## config.mk

```make
export PLATFORM = sky130hd
export DESIGN_NAME = echo_fifo_param_flat
export DESIGN_NICKNAME = d
export VERILOG_FILES = /design/src/rtl/echo_fifo_param_if.sv /design/src/rtl/echo_fifo_param.sv /design/src/flat_wrapper.sv
export SDC_FILE = /design/constraint.sdc
export NUM_CORES = 1
export LEC_CHECK = 0
export CAP_MARGIN = 20
export CORE_UTILIZATION = 60
export CTS_CLUSTER_DIAMETER = 50
export DETAILED_ROUTE_END_ITERATION = 6
export PLACE_DENSITY = 0.86
export SETUP_SLACK_MARGIN = 0.15
export SLEW_MARGIN = 10
export SYNTH_ARGS = -nofsm -noshare
export SYNTH_HDL_FRONTEND = slang
export SYNTH_SLANG_ARGS = --single-unit
```

## constraint.sdc

```tcl
create_clock -name CLK -period 5.4 [get_ports CLK]
set_input_delay 1.08 -clock CLK [delete_from_list [all_inputs] [get_ports CLK]]
set_output_delay 1.08 -clock CLK [all_outputs]
set_load 0.01 [all_outputs]
```

## src/rtl/echo_fifo_param_if.sv

```systemverilog
// Request/indication bundle for the echo server.
//
// Handshake semantics:
//   echoReq:  the producer asserts echoReq__ENA only while echoReq__RDY=1.
//             A value is accepted on any rising edge where both are high.
//             echoReq__RDY depends only on registered state.
//   setMode:  always ready. setMode__ENA loads setMode_m on the edge.
//   ind_echo: the server asserts ind_echo__ENA whenever it holds data and the
//             sink reports ind_echo__RDY=1. The value on ind_echo_v is
//             consumed on that same edge. The sink may not refuse a fired
//             indication.
interface echo_fifo_param_if #(
  parameter int WIDTH = 32
);
  logic             echoReq__ENA;
  logic [WIDTH-1:0] echoReq_v;
  logic             echoReq__RDY;
  logic             setMode__ENA;
  logic [1:0]       setMode_m;
  logic             setMode__RDY;
  logic             ind_echo__ENA;
  logic [WIDTH-1:0] ind_echo_v;
  logic             ind_echo__RDY;

  // Echo server side.
  modport slave (
    input  echoReq__ENA, echoReq_v, setMode__ENA, setMode_m, ind_echo__RDY,
    output echoReq__RDY, setMode__RDY, ind_echo__ENA, ind_echo_v
  );

  // Requester / indication-sink side.
  modport master (
    output echoReq__ENA, echoReq_v, setMode__ENA, setMode_m, ind_echo__RDY,
    input  echoReq__RDY, setMode__RDY, ind_echo__ENA, ind_echo_v
  );
endinterface

```

## src/rtl/echo_fifo_param.sv

```systemverilog
// Parametrised echo server: circular buffer of DEPTH x WIDTH entries.
// Each request is transformed by the current mode at enqueue time. It is
// returned in FIFO order on the indication port whenever the sink is ready.
module echo_fifo_param #(
  parameter int WIDTH = 32,
  parameter int DEPTH = 4,
  parameter int CNT_W = 16,
  localparam int AW   = $clog2(DEPTH),
  localparam int LW   = AW + 1
) (
  input  logic                  CLK,
  input  logic                  nRST,
  echo_fifo_param_if.slave      bus,
  output logic [LW-1:0]         level,
  output logic [CNT_W-1:0]      count
);

  localparam int NB = WIDTH / 8;

  // Value transform applied at enqueue time.
  function automatic logic [WIDTH-1:0] xf(input logic [1:0] m,
                                          input logic [WIDTH-1:0] v);
    logic [WIDTH-1:0] r;
    r = v;
    case (m)
      2'd0: r = v;
      2'd1: r = v + {{(WIDTH-1){1'b0}}, 1'b1};
      2'd2: r = ~v;
      default: begin
        for (int b = 0; b < NB; b++) begin
          r[b*8 +: 8] = v[(NB-1-b)*8 +: 8];
        end
      end
    endcase
    return r;
  endfunction

  logic [WIDTH-1:0] mem_q [DEPTH];
  logic [AW-1:0]    wp_q, wp_d;
  logic [AW-1:0]    rp_q, rp_d;
  logic [LW-1:0]    level_q, level_d;
  logic [CNT_W-1:0] count_q, count_d;
  logic [1:0]       mode_q, mode_d;

  logic not_full;
  logic not_empty;
  logic enq;
  logic deq;

  // Accept/fire decisions; readiness comes only from registered occupancy.
  always_comb begin
    not_full  = (level_q < LW'(DEPTH));
    not_empty = (level_q != '0);
    enq       = bus.echoReq__ENA & not_full;
    deq       = not_empty & bus.ind_echo__RDY;
  end

  // Next-state for pointers, occupancy, counter and mode.
  always_comb begin
    wp_d    = wp_q;
    rp_d    = rp_q;
    level_d = level_q;
    count_d = count_q;
    mode_d  = mode_q;
    if (enq) begin
      wp_d = wp_q + AW'(1);
    end
    if (deq) begin
      rp_d    = rp_q + AW'(1);
      count_d = count_q + CNT_W'(1);
    end
    case ({enq, deq})
      2'b10:   level_d = level_q + LW'(1);
      2'b01:   level_d = level_q - LW'(1);
      default: level_d = level_q;
    endcase
    if (bus.setMode__ENA) begin
      mode_d = bus.setMode_m;
    end
  end

  // Control state registers with asynchronous clear.
  always_ff @(posedge CLK or negedge nRST) begin
    if (!nRST) begin
      wp_q    <= '0;
      rp_q    <= '0;
      level_q <= '0;
      count_q <= '0;
      mode_q  <= 2'd0;
    end else begin
      wp_q    <= wp_d;
      rp_q    <= rp_d;
      level_q <= level_d;
      count_q <= count_d;
      mode_q  <= mode_d;
    end
  end

  // Storage write; contents need no reset since level gates every read.
  always_ff @(posedge CLK) begin
    if (enq) begin
      mem_q[wp_q] <= xf(mode_q, bus.echoReq_v);
    end
  end

  // Output drive; the indication value is zero whenever it does not fire.
  always_comb begin
    bus.echoReq__RDY  = not_full;
    bus.setMode__RDY  = 1'b1;
    bus.ind_echo__ENA = deq;
    bus.ind_echo_v    = deq ? mem_q[rp_q] : '0;
    level             = level_q;
    count             = count_q;
  end

  // Occupancy can never exceed the buffer size.
  property p_level_bound;
    @(posedge CLK) disable iff (!nRST) level_q <= LW'(DEPTH);
  endproperty
  a_level_bound: assert property (p_level_bound);

endmodule

```

## src/flat_wrapper.sv

```systemverilog
// flat-port wrapper written by rule: the top's interface ports become plain ports
module echo_fifo_param_flat 
#(
  parameter int WIDTH = 32,
  parameter int DEPTH = 4,
  parameter int CNT_W = 16,
  localparam int AW   = $clog2(DEPTH),
  localparam int LW   = AW + 1
)
  (CLK, nRST, level, count, bus_echoReq__ENA, bus_echoReq_v, bus_setMode__ENA, bus_setMode_m, bus_ind_echo__RDY, bus_echoReq__RDY, bus_setMode__RDY, bus_ind_echo__ENA, bus_ind_echo_v);
  echo_fifo_param_if #(.WIDTH(WIDTH)) bus_i ();
  input  logic CLK;
  input  logic nRST;
  output logic [LW-1:0] level;
  output logic [CNT_W-1:0] count;
  input wire logic [$bits(bus_i.echoReq__ENA)-1:0] bus_echoReq__ENA;
  input wire logic [$bits(bus_i.echoReq_v)-1:0] bus_echoReq_v;
  input wire logic [$bits(bus_i.setMode__ENA)-1:0] bus_setMode__ENA;
  input wire logic [$bits(bus_i.setMode_m)-1:0] bus_setMode_m;
  input wire logic [$bits(bus_i.ind_echo__RDY)-1:0] bus_ind_echo__RDY;
  output wire logic [$bits(bus_i.echoReq__RDY)-1:0] bus_echoReq__RDY;
  output wire logic [$bits(bus_i.setMode__RDY)-1:0] bus_setMode__RDY;
  output wire logic [$bits(bus_i.ind_echo__ENA)-1:0] bus_ind_echo__ENA;
  output wire logic [$bits(bus_i.ind_echo_v)-1:0] bus_ind_echo_v;
  assign bus_i.echoReq__ENA = bus_echoReq__ENA;
  assign bus_i.echoReq_v = bus_echoReq_v;
  assign bus_i.setMode__ENA = bus_setMode__ENA;
  assign bus_i.setMode_m = bus_setMode_m;
  assign bus_i.ind_echo__RDY = bus_ind_echo__RDY;
  assign bus_echoReq__RDY = bus_i.echoReq__RDY;
  assign bus_setMode__RDY = bus_i.setMode__RDY;
  assign bus_ind_echo__ENA = bus_i.ind_echo__ENA;
  assign bus_ind_echo_v = bus_i.ind_echo_v;
  echo_fifo_param #(.WIDTH(WIDTH), .DEPTH(DEPTH), .CNT_W(CNT_W)) u_core (.CLK(CLK), .nRST(nRST), .bus(bus_i), .level(level), .count(count));
endmodule
```

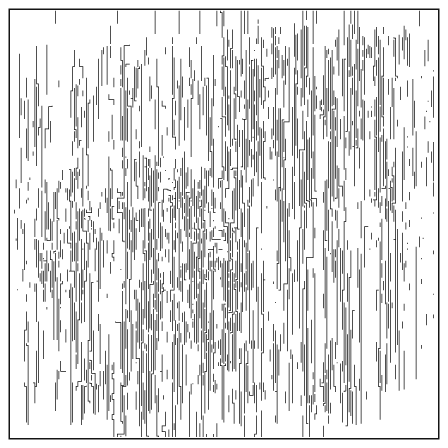
(images/met2.png)
longest straight run: 45.4 um
main direction: vertical
wire length on this layer: 9070 um
share of all routed wire: 51%

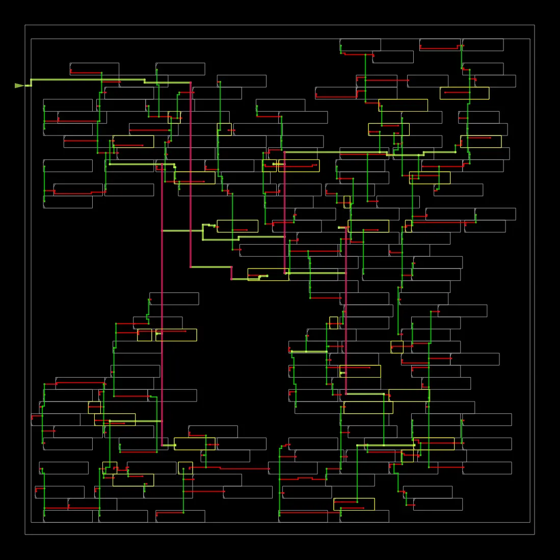
(images/final_clocks.png)
P_clk: 1.20 mW
CTS Sinks: 153
worst setup skew after layout: 0.005421 ns
Num CTS Buffers: 17

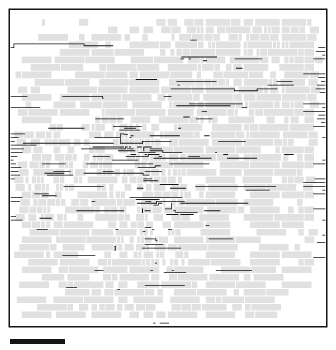
(images/met3.png)
Bar = 20 um.
wire length on this layer: 1070 um
share of all routed wire: 6.1%
longest straight run: 32.7 um

==> results.py <==
# Flow results
metrics = {
    "run_status": {
        "status": "completed",
    },
    "layout": {
        "biggestCellCategory": "registers",
        "final_cells": 832,
        "ff_count": 153,
        "utilization": 0.7585,
        "num_antenna_cells": 0,
        "clkbuf_count": 18,
        "final_area_um2": 9263,
    },
    "yosys": {
        "synth-cells-yosys": 568,
        "ys_seq_frac": 0.5872,
        "yosys_warnings": 0,
        "syn_avg_cell_area_um2": 13.40,
        "ys_area_um2": 7611,
        "synth_area_leader_cell": "edfxtp_1",
        "common_cells": "edfxtp_1, nand2_1, and2_1",
        "fp_nets": 615,
    },
    "clock_network": {
        "htree_num_levels": 4,
        "cts_root_buf": "clkbuf_16",
        "clk_pin_slew_ns": 0.06,
        "clk_latency_ns": 0.42,
        "cts_resized": 0,
        "cts_tree": "built",
    },
    "floorplan": {
        "die-width_um": 114.6,
        "well_tap_count": 168,
        "fp_util": 0.6233,
    },
    "sta": {
        "hold_viol": 0,
        "hold_ws_ns": 0.4729,
        "drv_slew": 0,
        "finalClockPeriodUsage": 0.7910,
        "setup_tns_ns": 0,
        "maxSlewHeadroom": 0.2639,
    },
    "power_and_ir_drop": {
        "p_seq_frac": 0.399,
        "combPwrFrac": 0.311,
        "peakVddDrop_uv": 225.9,
        "power.internal_mw": 2.918,
    },
    "grt": {
        "grt_usage": 0.2808,
        "grt_pass1_vias": 5102,
    },
    "setup_path": {
        "cp_max_fo": 24,
        "crit_type": "in2out",
        "crit_arrival_ns": 3.19,
        "slowest_delay_ns": 0.49,
        "critPathRequiredTime_ns": 4.32,
        "crit_buf_inv": 4,
        "crit_end": "bus_ind_echo_v[6]",
    },
    "routing": {
        "vias": 5251,
        "wire_per_inst_um": 21.29,
        "routed_via_density": 6.311,
        "met3_length_mm": 1.073,
        "drtAntennaViolNets": 0,
    },
    "worst_hold_path": {
        "worstHoldPathCells": 1,
    },
}
flip-flops by register name, summed over array words and instances (netlist names):
register and count:
u_core.mem_q 128, u_core.wp_q 2, u_core.level 3, u_core.count 16
u_core.rp_q 2, u_core.mode_q 2
layer usage:
| layer | vias to the layer above | track usage |
|---|---|---|
| li1 | 2333 | - |
| met1 | 2617 | 0.3612 |
| met2 | 246 | 0.4630 |
| met3 | 55 | 0.05982 |
| met4 | 0 | 0.1247 |
| met5 | - | 0 |
logic make-up after synthesis:
family / share of synthesized area
AOI/OAI and AO/OA: 0.07349
xor gates and xnor gates: 0.04028
adders and majority gates: 0.01414
buffers and inverters: 0.03304
DFF: 0.5872
muxes: 0.1215
other: 0.0004927
and+or+nand+nor: 0.1299
Power and IR drop assume default switching activity.
